$ cat src/rtl/rd_fwft_stage.sv
// -----------------------------------------------------------------------------
// rd_fwft_stage
//
// First-word-fall-through output stage for the read side of a FIFO. It issues
// pops to the read pointer handler, captures memory read data one cycle after
// each accepted pop, and holds up to two words in a small output buffer. The
// head word is presented on o_data with o_valid. The consumer takes it with
// i_ready.
//
// Optional feature: define RD_FWFT_LEVEL_EN to add the o_level output, which
// reports the current buffer occupancy (0, 1 or 2).
//
// Parameters
//   DATA_WIDTH  width of one FIFO word
//   DEPTH_BUF   number of output buffer entries (only 2 is supported)
//
// Ports
//   i_clk       read-domain clock
//   i_rstn      asynchronous active-low reset
//   i_empty     FIFO empty flag from the read pointer handler
//   o_rd_en     pop request to the read pointer handler
//   i_rd_data   memory read data, valid one cycle after an accepted pop
//   o_valid     o_data holds a valid word
//   i_ready     consumer accepts the head word this cycle
//   o_level     buffer occupancy (only with RD_FWFT_LEVEL_EN)
//   o_data      head-of-buffer word
// -----------------------------------------------------------------------------
module rd_fwft_stage #(
    parameter int unsigned DATA_WIDTH = 8,
    parameter int unsigned DEPTH_BUF  = 2
) (
    input  logic                  i_clk,
    input  logic                  i_rstn,
    input  logic                  i_empty,
    output logic                  o_rd_en,
    input  logic [DATA_WIDTH-1:0] i_rd_data,
    output logic                  o_valid,
    input  logic                  i_ready,
`ifdef RD_FWFT_LEVEL_EN
    output logic [1:0]            o_level,
`endif
    output logic [DATA_WIDTH-1:0] o_data
);

    if (DEPTH_BUF != 2) begin : g_depth_check
        $error("rd_fwft_stage supports DEPTH_BUF == 2 only");
    end

    // The encoding of each state equals the buffer occupancy.
    typedef enum logic [1:0] {
        StEmpty = 2'd0,
        StOne   = 2'd1,
        StTwo   = 2'd2
    } state_e;

    state_e                state_q;
    logic                  inflight_q;
    logic                  valid_q;
    logic [DATA_WIDTH-1:0] head_q;
    logic [DATA_WIDTH-1:0] tail_q;

    logic                  handshake;
    logic                  capture;
    logic [1:0]            cnt;
    logic [2:0]            committed;

    always_comb begin
        cnt       = state_q;
        // i_ready is only meaningful while a word is on offer.
        handshake = valid_q & i_ready;
        capture   = inflight_q;
        // Entries that will still be occupied or reserved after this edge.
        // cnt >= handshake always holds, so this never underflows.
        committed = {1'b0, cnt} + {2'b00, inflight_q} - {2'b00, handshake};
        // Gated by reset so no pop leaks out while the stage is held in reset.
        o_rd_en   = i_rstn & ~i_empty & (committed < 3'd2);
    end

    always_ff @(posedge i_clk or negedge i_rstn) begin
        if (!i_rstn) begin
            state_q    <= StEmpty;
            inflight_q <= 1'b0;
            valid_q    <= 1'b0;
            head_q     <= '0;
            tail_q     <= '0;
        end else begin
            // o_rd_en already includes !i_empty, so it is exactly an accepted pop.
            inflight_q <= o_rd_en;
            case (state_q)
                StEmpty: begin
                    if (capture) begin
                        head_q  <= i_rd_data;
                        valid_q <= 1'b1;
                        state_q <= StOne;
                    end
                end
                StOne: begin
                    if (handshake && capture) begin
                        // The head leaves and the new word replaces it directly.
                        head_q <= i_rd_data;
                    end else if (handshake) begin
                        valid_q <= 1'b0;
                        state_q <= StEmpty;
                    end else if (capture) begin
                        tail_q  <= i_rd_data;
                        state_q <= StTwo;
                    end
                end
                StTwo: begin
                    // A capture without a handshake cannot occur here because
                    // o_rd_en holds off pops while both entries are committed.
                    if (handshake) begin
                        head_q <= tail_q;
                        if (capture) begin
                            tail_q <= i_rd_data;
                        end else begin
                            state_q <= StOne;
                        end
                    end
                end
                default: begin
                    valid_q <= 1'b0;
                    state_q <= StEmpty;
                end
            endcase
        end
    end

    assign o_valid = valid_q;
    assign o_data  = head_q;

`ifdef RD_FWFT_LEVEL_EN
    assign o_level = cnt;
`endif

endmodule
$ cat config.mk
export PLATFORM = sky130hd
export DESIGN_NAME = rd_fwft_stage
export DESIGN_NICKNAME = d
export VERILOG_FILES = /design/src/rtl/rd_fwft_stage.sv
export SDC_FILE = /design/constraint.sdc
export NUM_CORES = 1
export LEC_CHECK = 0
export CAP_MARGIN = 20
export CORE_MARGIN = 2
export CORE_UTILIZATION = 46
export CTS_BUF_LIST = sky130_fd_sc_hd__clkbuf_8
export CTS_CLUSTER_SIZE = 24
export DETAILED_ROUTE_END_ITERATION = 10
export PLACE_DENSITY = 0.74
export SLEW_MARGIN = 20
export SYNTH_ARGS = -nofsm -noshare
export SYNTH_HDL_FRONTEND = slang
export SYNTH_SLANG_ARGS = --single-unit
$ cat constraint.sdc
create_clock -name i_clk -period 2.4 [get_ports i_clk]
set_input_delay 0.72 -clock i_clk [delete_from_list [all_inputs] [get_ports i_clk]]
set_output_delay 0.72 -clock i_clk [all_outputs]
set_load 0.05 [all_outputs]
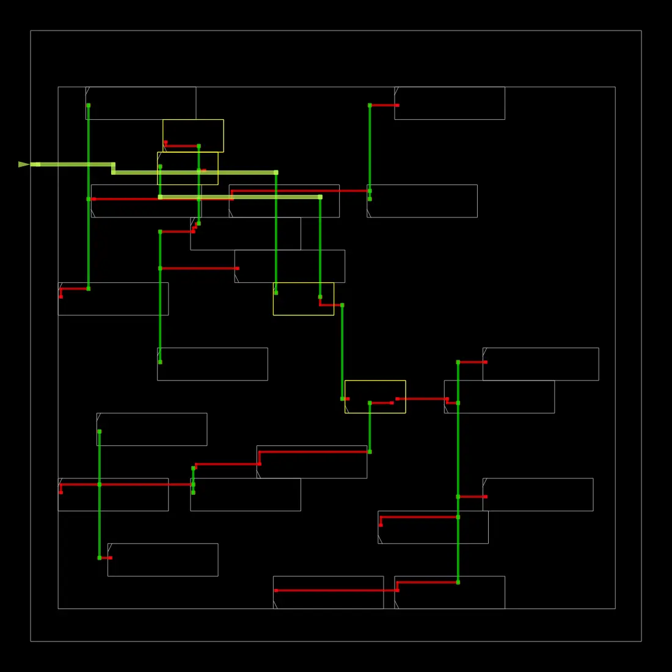
(run_1/final_clocks.png)
number of CTS-inserted buffers: 3
clock sinks: 20
Clock Buffer Count: 4
Clock Skew: 0.00375 ns
FF+latch count: 20

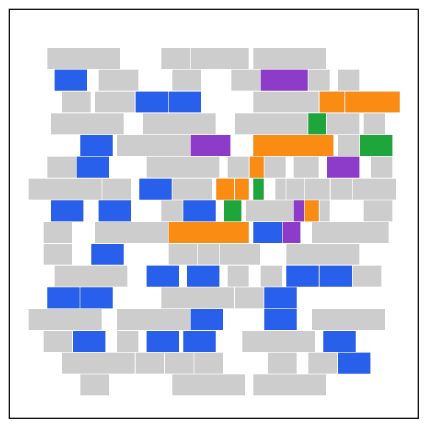
(run_1/gate_families.png)
(8 px per um)
NAND gates -> green  # cells 4
multiplexers -> blue  # cells 25, most used mux2_2
NOR gates -> purple  # cells 5
inverting AOI/OAI gates -> orange  # cells 8, most used o21ai_0
most numerous logic cell after layout: mux2_2
fraction of area in multi-input gates: 36.1%
fin cells: 135

==> metrics.yaml, run 1 <==
worst_setup_path:
  r2r.worst_path.cells: 6
  crit_path_cell_trace: "buf_8 -> nand2_4 -> nor2_4 -> buf_6 -> fa_2 -> xor2_2 -> nor3_4 -> buf_12"
  timing.critical_path.to: "o_rd_en"
  cp.buffers_inverters: 3
  critPathSlowestCell: "fa_2"
  cp_max_fo: 3
  timing.reg2reg.setup_slack_ns: 0.70
  cp.depth: 8
  r2r-start: "cnt[0]"
  timing.critical_path.arrival_ns: 1.98
  cp-startpoint: "i_ready"
  crit_family: "buffers and inverters"
  worstSetupStartpointType: "input port"
  critPathRequiredTime_ns: 1.68
  setup.worst_path.class: "in -> out"
  setup.worst_path.end_class: "output port"
  crit_path_max_incr_delay_ns: 0.37
synthesis:
  synth.top_cell.area_share_pct: 49.4
  yosys.area_share.adder_pct: 1.98
  seq_area_frac_synth_pct: 49.4
  ys_warn_count: 0
  synth.cell_area_mm2: 0.00101
  synthDistinctLibCells: 23
  area_leader_netlist: "dfrtp_1"
  syn_nets: 84
  netlist_top_cells_area: "dfrtp_1 49%, mux2_2 26%, a32oi_4 2.7%"
  yosys_cells: 71
  postSynthCellCount: 71
  post_synth_ao_oa_area_fraction_pct: 10.7
  share_of_synthesized_cell_area_in_and_or_nand_and_nor_gates_pct: 6.42
  muxShareOfSynthArea_pct: 27.7
  ys_area_mm2: 0.00101
  numSynthFlops: 20
  xor_share_pct: 0.864
  yosys-dominant-comb-family: "multiplexers"
placed_design:
  detailed_place_hpwl_mm: 1.48
  placed_cells_incl_taps: 129
  gp_congestion: 0.842
final_timing:
  timing.final.ws_setup_ns: -0.301
  timing.final.max_slew_violations: 0
  setup_viol_count_final: 1
  fmax_mhz: 370
  timing.final.crit_period_ns: 2.70
  slew_at_the_pin_closest_to_its_max_slew_limit_ns: 0.504
  unrepaired_setup_endpoints_after_global_routing: "yes"
  post-route-period-util_pct: 113
  slew_headroom_pct: 66.3
  final-hold-violation-count: 0
  hold_slack_ns: 0.500
final_layout:
  antennaDiodeCount: 0
  synthesis_to_finish_area_growth_pct: 43.8
  final_net_count: 122
  layout_top_cells_excl_fill_tap: "23 x mux2_2, 19 x dfrtp_1, 19 x clkdlybuf4s50_1"
  layout-drive-gt1-share_pct: 50.9
flow_run:
  log.warning_count: 29
  drv.max_cap_violation_count: 0
clock_network:
  clk_path_buf_depth: 2
  cts_hold_buf: 0
  tritoncts: "yes"
  postCtsSetupRepairBufs: 1
  clock_latency_ns: 0.26
  clk_pin_slew_ns: 0.07
  cts-resized-gates: 11
  cts-htree-levels: 1
  clockRootBuffer: "clkbuf_8"
drt:
  first_pass_iters: 5
  antenna_left: 0
  dr_total_vias: 687
  drt_first_iter_violations: 8
  routed_wl_mm: 1.90
  wirelength_per_cell_um: 14.1
  vias_per_cell: 5.09
outcome:
  failed_checks: "setup timing"
  status: "complete, but fails checks"
power_and_ir_drop:
  ir_drop_mv: 0.854
  cellPowerDensity_mw_per_mm2: 1250
floorplanning:
  design.die.area_mm2: 0.00259
  fp-utilization_pct: 50.1
  core_region_area_mm2: 0.00202
  placement_rows: 16
global_route:
  grt_antenna_before_repair: 0
  groute.usage.overall_pct: 17.1
  grt_first_pass_wirelength_mm: 3.24
  overflow: 0
  grt_pass1_vias: 733
  grt_max_degree: 21
worst_hold_path:
  hp-class: "reg -> reg"
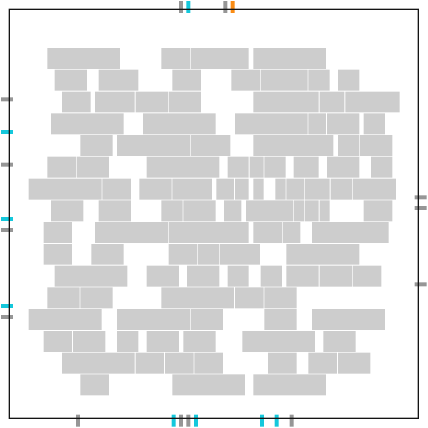
(run_1/pins.png)
(8 px per um) Pins as bars across the die edge, other pins in gray.
`i_empty` -> orange  # pins 1, direction input, edge top
`o_data` -> cyan  # pins 8, direction output, edge 4 bottom, 3 left, 1 top
all pins by edge = 8 bottom, 7 left, 4 top, 3 right
total of buffers placed on input and output ports: 21
die span in x: 50.9 um

[run 1: metal layers]
metal	track usage, %	part of all wire, %	up-vias
li1	-	-	332
met1	21.2	42	335
met2	27.9	53	20
met3	4.68	5.0	0
met4	7.21	0	0
met5	0	0	-
[run 1: per-stage QoR]
step	total power, mW	cell area [um2]	utilization (%)	worst slack [ns]	TNS, ns
floorplan	1.21	1030	-	-0.391	-0.391
finish	1.82	1460	72.1	-0.301	-0.301
CTS	1.83	1440	71.2	-0.372	-0.372
global placement	1.51	1360	67.0	-0.829	-0.874
global route	1.93	1460	72.1	-0.356	-0.356
detailed placement	1.54	1360	67.0	-0.859	-1.13
[run 1: cell usage after synthesis, drive strengths merged]
master   n
a211o    1
a21boi   1
a21oi    1
a32oi    1
and2     1
and3b    1
buf      2
dfrtp   20
fa       1
inv      2
mux2    24
mux2i    1
nand2    3
nand2b   1
nor2     2
nor2b    2
nor3     1
o21ai    3
o22ai    1
o32ai    1
xor2     1
[run 1: where the power goes]
group          total (mW)  switching, mW  leakage, nW  internal [mW]
combinational       0.978          0.525        0.347          0.453
clock               0.256          0.110       0.0288          0.146
sequential          0.591         0.0944        0.245          0.497
[run 1: layout make-up]
cell class	count	area (um2)
Sequential cell	20	502
Clock buffer	4	55.1
Fill cell	145	564
Inverter	2	7.51
Multi-Input combinational cell	47	526
Tap cell	27	33.8
Timing Repair Buffer	35	334
[run 1: worst min-delay path by stage]
stage	from	slack, ns	end
2_1_floorplan	i_rstn	0.42	capture
3_5_place_dp	tail_q[6]	0.49	tail_q[6]
5_1_grt	tail_q[2]	0.53	tail_q[2]
3_3_place_gp	tail_q[6]	0.47	tail_q[6]
4_1_cts	tail_q[6]	0.50	tail_q[6]
6_report	tail_q[6]	0.50	tail_q[6]
## Run 2: what changed since run 1
- CELL_PAD_IN_SITES_DETAIL_PLACEMENT: unset -> 2
- CELL_PAD_IN_SITES_GLOBAL_PLACEMENT: unset -> 2
- CORE_UTILIZATION: 46 -> 32
- PLACE_DENSITY: 0.74 -> 0.75
==> run 2 against run 1 <==
Net effect:
- the flow still finishes with violations (setup timing)
- flip-flop count stayed put
- first-iteration DRC count is 63% lower
- register-to-register slack hardly changed
- critical path depth stayed put
- hold slack worse by 0.0045 ns
==> metrics.yaml, run 2 <==
worst_setup_path:
  worstSetupStartpointType: "input port"
  timing.reg2reg.setup_slack_ns: 0.70
  timing.critical_path.to: "o_rd_en"
  cp.buffers_inverters: 3
  setup.worst_path.class: "in -> out"
  cp_max_fo: 3
  critPathRequiredTime_ns: 1.68
  crit_family: "buffers and inverters"
  cp.depth: 8
  setup.worst_path.end_class: "output port"
  crit_path_max_incr_delay_ns: 0.37
final_layout:
  fin_util_pct: 49.0
  antennaDiodeCount: 0
  layout-drive-gt1-share_pct: 50.0
  synthesis_to_finish_area_growth_pct: 46.4
  final_common_cell: "mux2_2"
  logic_area_um2: 526
  fillCellCount: 287
  layout_top_cells_excl_fill_tap: "23 x mux2_2, 19 x dfrtp_1, 18 x clkdlybuf4s50_1"
  regArea_um2: 502
power_and_ir_drop:
  post-layout-total-power_mw: 1.83
  power.sequential.fraction_pct: 32.7
  cellPowerDensity_mw_per_mm2: 1230
  ir_drop_mv: 0.511
  logic_power_comb_mw: 0.996
  switching_share_pct: 41.7
  power_frac_comb_pct: 54.5
  powerSeq_mw: 0.598
  largestPowerGroup: "combinational logic"
synthesis:
  synthDistinctLibCells: 23
  postSynth.asyncResetShare_pct: 100
  netlist_top_cells_area: "dfrtp_1 49%, mux2_2 26%, a32oi_4 2.7%"
  synth.cell_area_mm2: 0.00101
  yosys_cells: 71
  ys_area_mm2: 0.00101
  top_cells_by_count: "23 x mux2_2, 20 x dfrtp_1, 3 x nand2_1, 3 x o21ai_0"
  cell_with_the_most_instances_after_synthesis: "mux2_2"
  numSynthFlops: 20
  number_of_flops_mapped_to_enable_cells_by_yosys: 0
  area_leader_netlist: "dfrtp_1"
  syn_nets: 84
  ys_warn_count: 0
  yosys_most_used_dff: "dfrtp_1"
clock_network:
  clk_path_buf_depth: 2
  clk_pin_slew_ns: 0.08
  clockRootBuffer: "clkbuf_8"
  cts_hold_buf: 0
  cts-htree-levels: 1
  clkSinkCount: 20
  clock_latency_ns: 0.26
  cts_made_buffers: 3
outcome:
  failed_checks: "setup timing"
  status: "complete, but fails checks"
final_timing:
  clock_skew_ns: 0.00396
  final-hold-violation-count: 0
  setup_viol_count_final: 1
  timing.final.ws_setup_ns: -0.311
  post-route-period-util_pct: 113
  fmax_mhz: 369
  timing.final.max_slew_violations: 0
  unrepaired_setup_endpoints_after_global_routing: "yes"
  slew_at_the_pin_closest_to_its_max_slew_limit_ns: 0.520
placed_design:
  gp_congestion: 0.706
  numPortBuffers: 21
drt:
  vias_per_cell: 4.66
  drt_first_iter_violations: 3
  antenna_left: 0
  first_pass_iters: 2
global_route:
  grt_antenna_before_repair: 0
  grt_pass1_vias: 805
  grt_first_pass_wirelength_mm: 4.02
  grt_max_degree: 21
  overflow: 0
worst_hold_path:
  hp-class: "reg -> reg"
flow_run:
  drv.max_cap_violation_count: 0
  log.warning_count: 29
floorplanning:
  design.die.area_mm2: 0.00363
  die_width_um: 60.3
  placement_rows: 20
  fp-utilization_pct: 33.5
-- run 2: netlist changes by cell type in the layout (fill, tap and decap cells not counted), sizes merged --
cell / previous run / this run
inv: 2 / 3
dlymetal6s2s: 0 / 1
clkdlybuf4s50: 19 / 18
clkbuf: 4 / 3
-- run 2: stage by stage --
stage,setup slack [ns],hold slack (ns),cell area (um2),cells
after floorplan,-0.391,0.424,1030,71
after global placement,-0.825,0.472,1390,146
after detailed placement,-0.904,0.484,1390,146
after CTS,-0.414,0.502,1460,150
after global routing,-0.392,0.528,1480,152
final,-0.311,0.495,1480,152
-- run 2: how the worst min path moves through the flow --
stage | start | to | slack (ns) | cells past startpoint
global placement | tail_q[6] | tail_q[6] | 0.47 | 1
global route | tail_q[1] | tail_q[1] | 0.53 | 1
detailed placement | tail_q[6] | tail_q[6] | 0.48 | 1
floorplan | i_rstn | capture | 0.42 | 0
CTS | tail_q[6] | tail_q[6] | 0.50 | 1
finish | tail_q[6] | tail_q[6] | 0.50 | 1
-- run 2: final cells by class --
type	instances	share of cell area (%)
clock buffer	3	2.78
clock inverter	1	0.253
inverter	2	0.506
multi-input combinational	47	35.4
sequential	20	33.8
tap	44	3.71
timing repair buffer	35	23.5
-- run 2: cell families after synthesis --
family | share of synthesized area (%)
flip-flops | 49.4
buffers and inverters | 2.96
multiplexers | 27.7
XOR/XNOR | 0.864
AND/OR/NAND/NOR | 6.42
AND-OR/OR-AND | 10.7
adder cells (fa/ha/maj) | 1.98
-- run 2: repair_timing --
| action | in CTS | in global routing |
|---|---|---|
| pin swaps | 6 | 3 |
| resized | 11 | 3 |
| setup endpoints to repair | 1 | 1 |
| setup buffers | 0 | 2 |
-- run 2: metal layers --
metal  track usage, %  wire length (um)
met1             17.7              1040
met2             29.3              1380
met3             3.90                51
met4             2.86                17
met5                0                 0
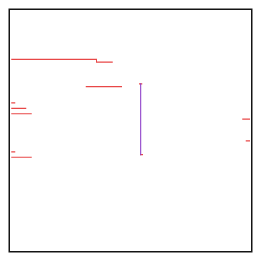
(run_2/metal_stack.png)
(4 px per um) Only two layers are drawn.
met3 -> red  # wire length 51.9 um
met4 -> purple  # wire length 17.7 um
Wirelength per Cell: 16.4 um
Global Route Usage Sum: 15.6%
final wirelength: 2.49 mm
overall via count from detail_route: 709

Power is estimated from default activity; no workload was simulated.
